Figure 1. Met1 routing.
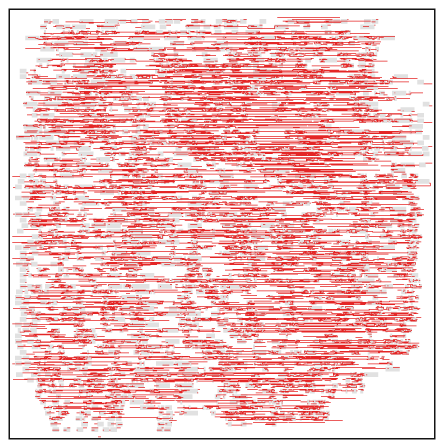
Figure 2. Signal wires on met2.
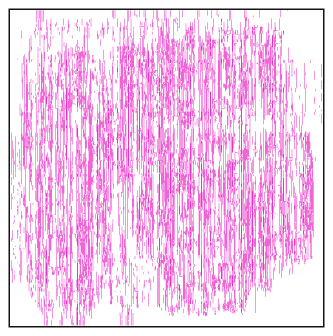
Figure 3. Routing congestion map.
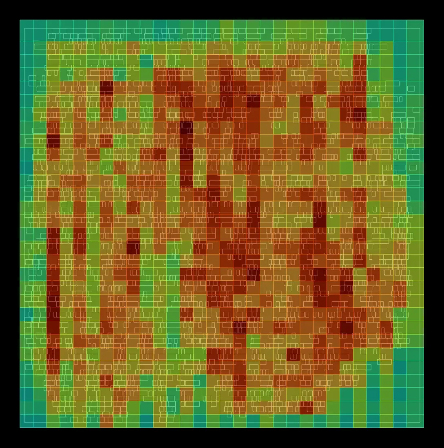
Figure 4. Metal 4.
Scale bar: 50 um.
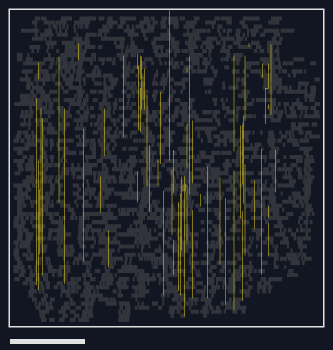
Figure 5. M3 wires.
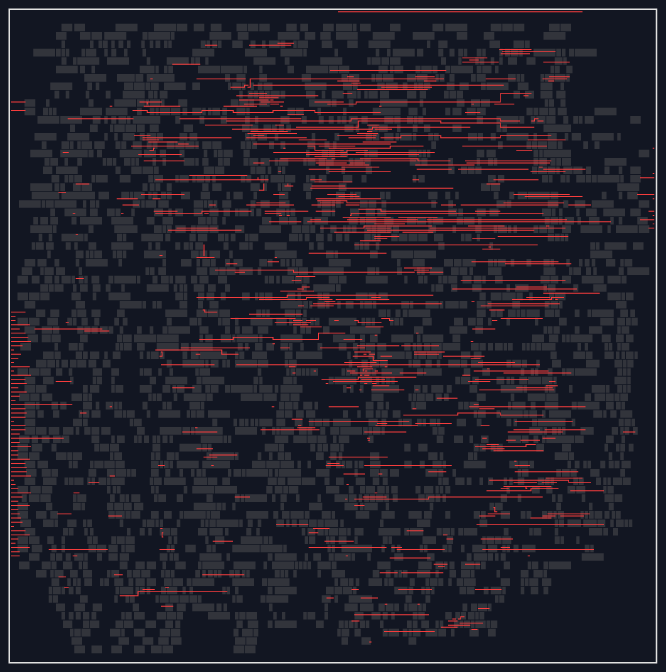
==> src/rtl/ex_muldiv_pkg.sv <==
// ex_muldiv_pkg: opcode/func3 codes, FSM states and special-result helper
// for the iterative RV32M multiply/divide unit.
package ex_muldiv_pkg;

  localparam logic [6:0] EXE_OP_OP        = 7'b0110011;
  localparam logic [6:0] EXE_FUNC7_MULDIV = 7'b0000001;

  localparam logic [2:0] EXE_FUNC3_MUL    = 3'b000;
  localparam logic [2:0] EXE_FUNC3_MULH   = 3'b001;
  localparam logic [2:0] EXE_FUNC3_MULHSU = 3'b010;
  localparam logic [2:0] EXE_FUNC3_MULHU  = 3'b011;
  localparam logic [2:0] EXE_FUNC3_DIV    = 3'b100;
  localparam logic [2:0] EXE_FUNC3_DIVU   = 3'b101;
  localparam logic [2:0] EXE_FUNC3_REM    = 3'b110;
  localparam logic [2:0] EXE_FUNC3_REMU   = 3'b111;

  typedef enum logic [1:0] {
    MD_IDLE = 2'd0,
    MD_CALC = 2'd1,
    MD_DONE = 2'd2
  } md_state_e;

  // RISC-V mandated results for divide-by-zero and signed overflow
  function automatic logic [31:0] md_special(
    input logic [2:0]  f3,
    input logic        dz,
    input logic [31:0] dvd
  );
    if (dz) return f3[1] ? dvd : 32'hFFFF_FFFF;
    return f3[1] ? 32'h0 : 32'h8000_0000;
  endfunction

endpackage

==> src/rtl/ex_muldiv_step.sv <==
// ex_muldiv_step: one shift-add multiply or restoring divide iteration.
// mode=1 divides; q_bit is the quotient bit or the product bit shifted out.
module ex_muldiv_step #(
  parameter int XLEN = 32
) (
  input  logic            mode,
  input  logic [XLEN-1:0] part,
  input  logic [XLEN-1:0] opnd,
  input  logic            bit_in,
  output logic [XLEN-1:0] part_next,
  output logic            q_bit
);

  logic [XLEN:0] sum;
  logic [XLEN:0] shl;
  logic [XLEN:0] diff;

  always_comb begin
    sum  = {1'b0, part} + (bit_in ? {1'b0, opnd} : '0);
    shl  = {part, bit_in};
    diff = shl - {1'b0, opnd};
    if (mode) begin
      q_bit     = ~diff[XLEN];
      part_next = diff[XLEN] ? shl[XLEN-1:0] : diff[XLEN-1:0];
    end else begin
      q_bit     = sum[0];
      part_next = sum[XLEN:1];
    end
  end

endmodule

==> src/rtl/ex_muldiv.sv <==
// ex_muldiv: iterative RV32M multiply/divide in EX; stalls upstream while busy.
// Define MULDIV_EARLY_OUT_EN to let zero/overflow cases skip the iteration.
module ex_muldiv #(
  parameter int XLEN = 32
) (
  input  logic            clk,
  input  logic            rst,
  input  logic            flush,
  input  logic [6:0]      in_opcode,
  input  logic [2:0]      in_func3,
  input  logic [6:0]      in_func7,
  input  logic [XLEN-1:0] in_reg1,
  input  logic [XLEN-1:0] in_reg2,
  input  logic [4:0]      in_wd,
  input  logic            in_wreg,
  output logic            stall_req,
  output logic            busy,
  output logic            out_valid,
  output logic [XLEN-1:0] out_data,
  output logic [4:0]      out_wd,
  output logic            out_wreg
);

  import ex_muldiv_pkg::*;

  md_state_e state, state_nx;

  logic [4:0]      cnt;
  logic [2:0]      f3;
  logic            neg1, neg2, dz, ov;
  logic [XLEN-1:0] hi, lo, opnd;
  logic [4:0]      wd;
  logic            wreg;

  logic            start, is_div, s1, s2, n1, n2;
  logic            dz_in, ov_in, early;
  logic [XLEN-1:0] m1, m2;
`ifdef MULDIV_EARLY_OUT_EN
  logic [XLEN-1:0] early_res;
`endif

  always_comb begin
    start = (state == MD_IDLE) && !flush &&
            (in_opcode == EXE_OP_OP) &&
            (in_func7 == EXE_FUNC7_MULDIV);
    is_div = in_func3[2];
    s1 = 1'b0;
    s2 = 1'b0;
    unique case (in_func3)
      EXE_FUNC3_MULH,
      EXE_FUNC3_DIV,
      EXE_FUNC3_REM: begin
        s1 = 1'b1;
        s2 = 1'b1;
      end
      EXE_FUNC3_MULHSU: s1 = 1'b1;
      default: ;
    endcase
    n1 = s1 & in_reg1[XLEN-1];
    n2 = s2 & in_reg2[XLEN-1];
    m1 = n1 ? -in_reg1 : in_reg1;
    m2 = n2 ? -in_reg2 : in_reg2;
    dz_in = is_div && (in_reg2 == '0);
    ov_in = is_div && !in_func3[0] &&
            (in_reg1 == {1'b1, {(XLEN-1){1'b0}}}) &&
            (in_reg2 == '1);
`ifdef MULDIV_EARLY_OUT_EN
    early = dz_in || ov_in ||
            (!is_div && (in_reg1 == '0 || in_reg2 == '0));
    early_res = is_div ? md_special(in_func3, dz_in, in_reg1) : '0;
`else
    early = 1'b0;
`endif
  end

  logic            mode, bit_in, q_bit;
  logic [XLEN-1:0] part_nx, lo_nx;

  // lo holds the multiplier (shifted right) or dividend/quotient (shifted left)
  assign mode   = f3[2];
  assign bit_in = mode ? lo[XLEN-1] : lo[0];
  assign lo_nx  = mode ? {lo[XLEN-2:0], q_bit} : {q_bit, lo[XLEN-1:1]};

  ex_muldiv_step #(.XLEN(XLEN)) u_step (
    .mode      (mode),
    .part      (hi),
    .opnd      (opnd),
    .bit_in    (bit_in),
    .part_next (part_nx),
    .q_bit     (q_bit)
  );

  logic [2*XLEN-1:0] prod;
  logic [XLEN-1:0]   quo, rem, res;

  always_comb begin
    prod = {part_nx, lo_nx};
    if (neg1 ^ neg2) prod = -prod;
    quo = (neg1 ^ neg2) ? -lo_nx : lo_nx;
    rem = neg1 ? -part_nx : part_nx;
    unique case (f3)
      EXE_FUNC3_MUL: res = prod[XLEN-1:0];
      EXE_FUNC3_MULH,
      EXE_FUNC3_MULHSU,
      EXE_FUNC3_MULHU: res = prod[2*XLEN-1:XLEN];
      EXE_FUNC3_DIV,
      EXE_FUNC3_DIVU: res = quo;
      default: res = rem;
    endcase
    if (dz || ov) res = md_special(f3, dz, rem);
  end

  always_ff @(posedge clk) begin
    if (rst) state <= MD_IDLE;
    else     state <= state_nx;
  end

  always_comb begin
    state_nx = state;
    unique case (state)
      MD_IDLE: if (start) state_nx = early ? MD_DONE : MD_CALC;
      MD_CALC: if (cnt == 5'd31) state_nx = MD_DONE;
      MD_DONE: state_nx = MD_IDLE;
      default: state_nx = MD_IDLE;
    endcase
    if (flush) state_nx = MD_IDLE;
  end

  always_comb begin
    stall_req = start || (state == MD_CALC);
    busy      = (state != MD_IDLE);
    out_valid = (state == MD_DONE);
  end

  always_ff @(posedge clk) begin
    if (rst) begin
      cnt      <= '0;
      f3       <= '0;
      neg1     <= 1'b0;
      neg2     <= 1'b0;
      dz       <= 1'b0;
      ov       <= 1'b0;
      hi       <= '0;
      lo       <= '0;
      opnd     <= '0;
      wd       <= '0;
      wreg     <= 1'b0;
      out_data <= '0;
      out_wd   <= '0;
      out_wreg <= 1'b0;
    end else if (start) begin
      cnt  <= '0;
      f3   <= in_func3;
      neg1 <= n1;
      neg2 <= n2;
      dz   <= dz_in;
      ov   <= ov_in;
      hi   <= '0;
      lo   <= is_div ? m1 : m2;
      opnd <= is_div ? m2 : m1;
      wd   <= in_wd;
      wreg <= in_wreg;
`ifdef MULDIV_EARLY_OUT_EN
      if (early) begin
        out_data <= early_res;
        out_wd   <= in_wd;
        out_wreg <= in_wreg;
      end
`endif
    end else if (state == MD_CALC && !flush) begin
      hi  <= part_nx;
      lo  <= lo_nx;
      cnt <= cnt + 5'd1;
      if (cnt == 5'd31) begin
        out_data <= res;
        out_wd   <= wd;
        out_wreg <= wreg;
      end
    end
  end

endmodule

==> config.mk <==
export PLATFORM = sky130hd
export DESIGN_NAME = ex_muldiv
export DESIGN_NICKNAME = d
export VERILOG_FILES = /design/src/rtl/ex_muldiv_pkg.sv /design/src/rtl/ex_muldiv_step.sv /design/src/rtl/ex_muldiv.sv
export SDC_FILE = /design/constraint.sdc
export NUM_CORES = 1
export LEC_CHECK = 0
export CAP_MARGIN = 20
export CORE_AREA = 2 2 207 209
export DETAILED_ROUTE_END_ITERATION = 6
export DIE_AREA = 0 0 209 211
export PLACE_DENSITY = 0.57
export SYNTH_ARGS = -nofsm -noshare
export SYNTH_HDL_FRONTEND = slang
export SYNTH_SLANG_ARGS = --single-unit
export TNS_END_PERCENT = 30
==> constraint.sdc <==
create_clock -name clk -period 10.7 [get_ports clk]
set_clock_uncertainty 0.15 [all_clocks]
set_input_delay 2.14 -clock clk [delete_from_list [all_inputs] [get_ports clk]]
set_output_delay 2.14 -clock clk [all_outputs]
set_load 0.1 [all_outputs]
==> reports/qor.tcl <==
set qor(run_status) {finished clean}
set qor(powerDensity_mw_per_mm2) 72.1
set qor(chipArea_mm2) 0.0441
set qor(syn_area_per_cell_um2) 6.87
set qor(synth_cell_types) 96
set qor(min_path_type) {reg2reg}
set qor(hpwlAfterDp_um) 57100
set qor(layout.cells.largest_class) {combinational gates}
set qor(first_pass_grt_wire_length_um) 109000
set qor(worst_hold_path.endpoint) {out_data[3]}
set qor(share_clk_of_total_power_pct) 47.9
set qor(numSynthFlops) 154
set qor(worst-path-buf-inv) 1
set qor(timing.slew.headroom_pct) 21.1
set qor(r2r_slack_ps) 2520
set qor(setup_viol_count_final) 0
set qor(regToRegEndpoint) {out_data[16]}
set qor(clock_sink_count) 154
set qor(netlist_top_cells_area) {sky130_fd_sc_hd__dfxtp_1 (19%), sky130_fd_sc_hd__nand2_1 (7.9%), sky130_fd_sc_hd__a21oi_1 (7.2%), sky130_fd_sc_hd__nor2_1 (5.9%), sky130_fd_sc_hd__ha_1 (5.4%)}
set qor(holdPathStages) 2
set qor(yosysSeqAreaShare_pct) 18.6
set qor(cpLargestDelayFamily) {simple AND/OR/NAND/NOR gates}
set qor(totalNegativeSetupSlack_ps) 0
set qor(clkLatencyLatePin_ps) 480
set qor(buffer_area_share_pct) 8.33
set qor(floorplan.die.width_um) 209
set qor(syn_to_final_growth_pct) 13.8
set qor(finalWorstSetupSlack_ps) 2520
set qor(rows) 75
set qor(power_frac_seq_pct) 42.0
set qor(ffs_w_async_s_r_synth_pct) 0
set qor(timing_max_transition_violations_final) 0
set qor(cp_num_cells) 25
set qor(remaining_drc_errors) 0
set qor(tapCellCount) 539
set qor(seq_share_pct) 16.3
set qor(placement.setup.worst_slack_ps) 2740
set qor(drive_above_1_share_pct) 5.23
set qor(n_all_buffers) 167
set qor(antenna_viol_nets_final) 0
set qor(cpMaxStageDelayCell) {sky130_fd_sc_hd__or4_1}
set qor(post_cts.repair.setup_buffers) 0
set qor(mostFrequentLayoutCells) {sky130_fd_sc_hd__nand2_1 (351), sky130_fd_sc_hd__nor2_1 (262), sky130_fd_sc_hd__a21oi_1 (240)}
set qor(comb_cells) 2038
set qor(worstPathArrival_ps) 8400
set qor(synth.cell_area_mm2) 0.0166
set qor(yosysWarningCount) 0
set qor(chipHeight_um) 211
set qor(multi_input_comb_area_mm2) 0.0127
set qor(grt_use_total_pct) 32.6
set qor(proportion_of_total_power_due_to_net_switching_pct) 28.7
set qor(final_cell_count_no_fill) 3005
set qor(timing.rr.start) {f3[2]}
set qor(crit_required_ps) 10920
set qor(number_of_warnings_the_tools_reported) 28
set qor(total_cell_area_at_the_placement_stage_mm2) 0.0183
set qor(clockBufferDepth) 2
set qor(num-nets-final) 2617
set qor(drt-vias-per-instance) 6.30
set qor(nets_at_floorplan) 2582
set qor(placeable_area_mm2) 0.0418
set qor(power.leakage_nw) 7.09
set qor(grt_overflow_total) 0
set qor(synth_cells) 2418
set qor(first_global_vias) 17700
set qor(timing.reg2reg.worst_path_depth) 25
set qor(setup.worst_path.start_class) {register}
set qor(final.hold.worst_slack_ps) 290
set qor(htreeDepth) 4
set qor(cts_bufs_inserted) 17
set qor(nFillCells) 4362
set qor(critical_path_peak_fanout) 37
set qor(post-layout-total-power_mw) 1.36
set qor(leading_cell_type_in_the_layout_fill_and_taps_excluded) {sky130_fd_sc_hd__nand2_1}
set qor(setup.worst_path.end) {out_data[16]}
set qor(critical_path.startpoint) {f3[2]}
set qor(powerComb_uw) 138
set qor(floorplan.io_pins) 131
set qor(finalHoldViolCount) 0
set qor(power_leader) {the clock network}
set qor(power_frac_comb_pct) 10.1
set qor(drt_first_pass_iters) 6
set qor(edf_count) 0
set qor(clock_cell_area_share_pct) 3.18
set qor(ff_type) {sky130_fd_sc_hd__dfxtp_1}
set qor(ys_area_mm2) 0.0166
set qor(n_sequential_cell) 154
set qor(finalClockPeriodUsage_pct) 76.4
set qor(layout.area.seq_mm2) 0.00309
set qor(max-cap-violations) 0
set qor(max_stage_delay_ps) 670
set qor(crit_type) {reg2reg}
set qor(post_cts_hold_buffer_count) 0
set qor(final_wtd_congestion) 0.980
set qor(holdCritStartpoint) {out_data[3]}
set qor(worst_slew_pin_slew_ps) 1180
set qor(first_iter_violations) 1915
set qor(diodes) 0
Back to the opening pictures, Figure 1:
nets with wire on the layer: 2461
main direction: horizontal
global-route met1 utilization: 42.4%
total detailed-routing wirelength: 72900 um

Back to the opening pictures, Figure 2:
share of all routed wire: 45%
wire length on this layer: 32.9 mm
main direction: vertical
Via Count: 18900
met2 GRT Util: 53.0%

Back to the opening pictures, Figure 3:
routed len/inst: 24.3 um
global routing's busiest layer: met2
post-route core utilization: 45.3%

Back to the opening pictures, Figure 4:
nets with wire on the layer: 57
share of all routed wire: 4.2%
main direction: vertical

Back to the opening pictures, Figure 5:
longest straight run: 98.0 um
wire length on this layer: 5690 um
nets with wire on the layer: 349
main direction: horizontal
share of all routed wire: 7.8%
met3 Use GR: 5.75%

## Yosys cell counts, types with 46 or more instances
cell                       count
sky130_fd_sc_hd__inv_1        74
sky130_fd_sc_hd__clkbuf_1    112
sky130_fd_sc_hd__a211oi_1     49
sky130_fd_sc_hd__o21ai_0     136
sky130_fd_sc_hd__xor2_1       93
sky130_fd_sc_hd__a21oi_1     240
sky130_fd_sc_hd__nand2_1     351
sky130_fd_sc_hd__nor2_1      263
sky130_fd_sc_hd__dfxtp_1     154
sky130_fd_sc_hd__ha_1         72
sky130_fd_sc_hd__nor3_1       84
sky130_fd_sc_hd__xnor2_1      96
sky130_fd_sc_hd__mux2i_1      46
sky130_fd_sc_hd__o211ai_1     94
## sequential cells by signal (all words and copies together), names as in the netlist
register,flops
hi,32
lo,32
opnd,32
out_data,32
cnt,5
out_wd,5
wd,5
f3,3
state,2
dz,1
neg1,1
neg2,1
out_wreg,1
ov,1
wreg,1
## worst register-to-register path, delay by kind of cell (launching register included)
kind                     cells  cell delay, ps
AND/OR/NAND/NOR              9            2930
buffers and inverters        1             260
multiplexers                 1             110
flip-flops                   1             660
XOR/XNOR                     1             100
adder cells (fa/ha/maj)      3             980
AND-OR/OR-AND               10            2880
## logic make-up (layout without fill, tap and decap cells)
group	after synthesis	in the layout	synth area share (%)
AOI/OAI and AO/OA	794	794	31.8
xor gates and xnor gates	189	189	9.96
adders and majority gates	74	74	5.66
buffers and inverters	226	274	5.26
DFF	154	154	18.6
muxes	56	56	3.45
and+or+nand+nor	925	925	25.3
## layer usage
metal | vias to the layer above | part of all wire [%]
met4 | 6 | 4.2
met2 | 873 | 45
met1 | 8970 | 43
met5 | - | 0.047
li1 | 8941 | -
met3 | 143 | 7.8
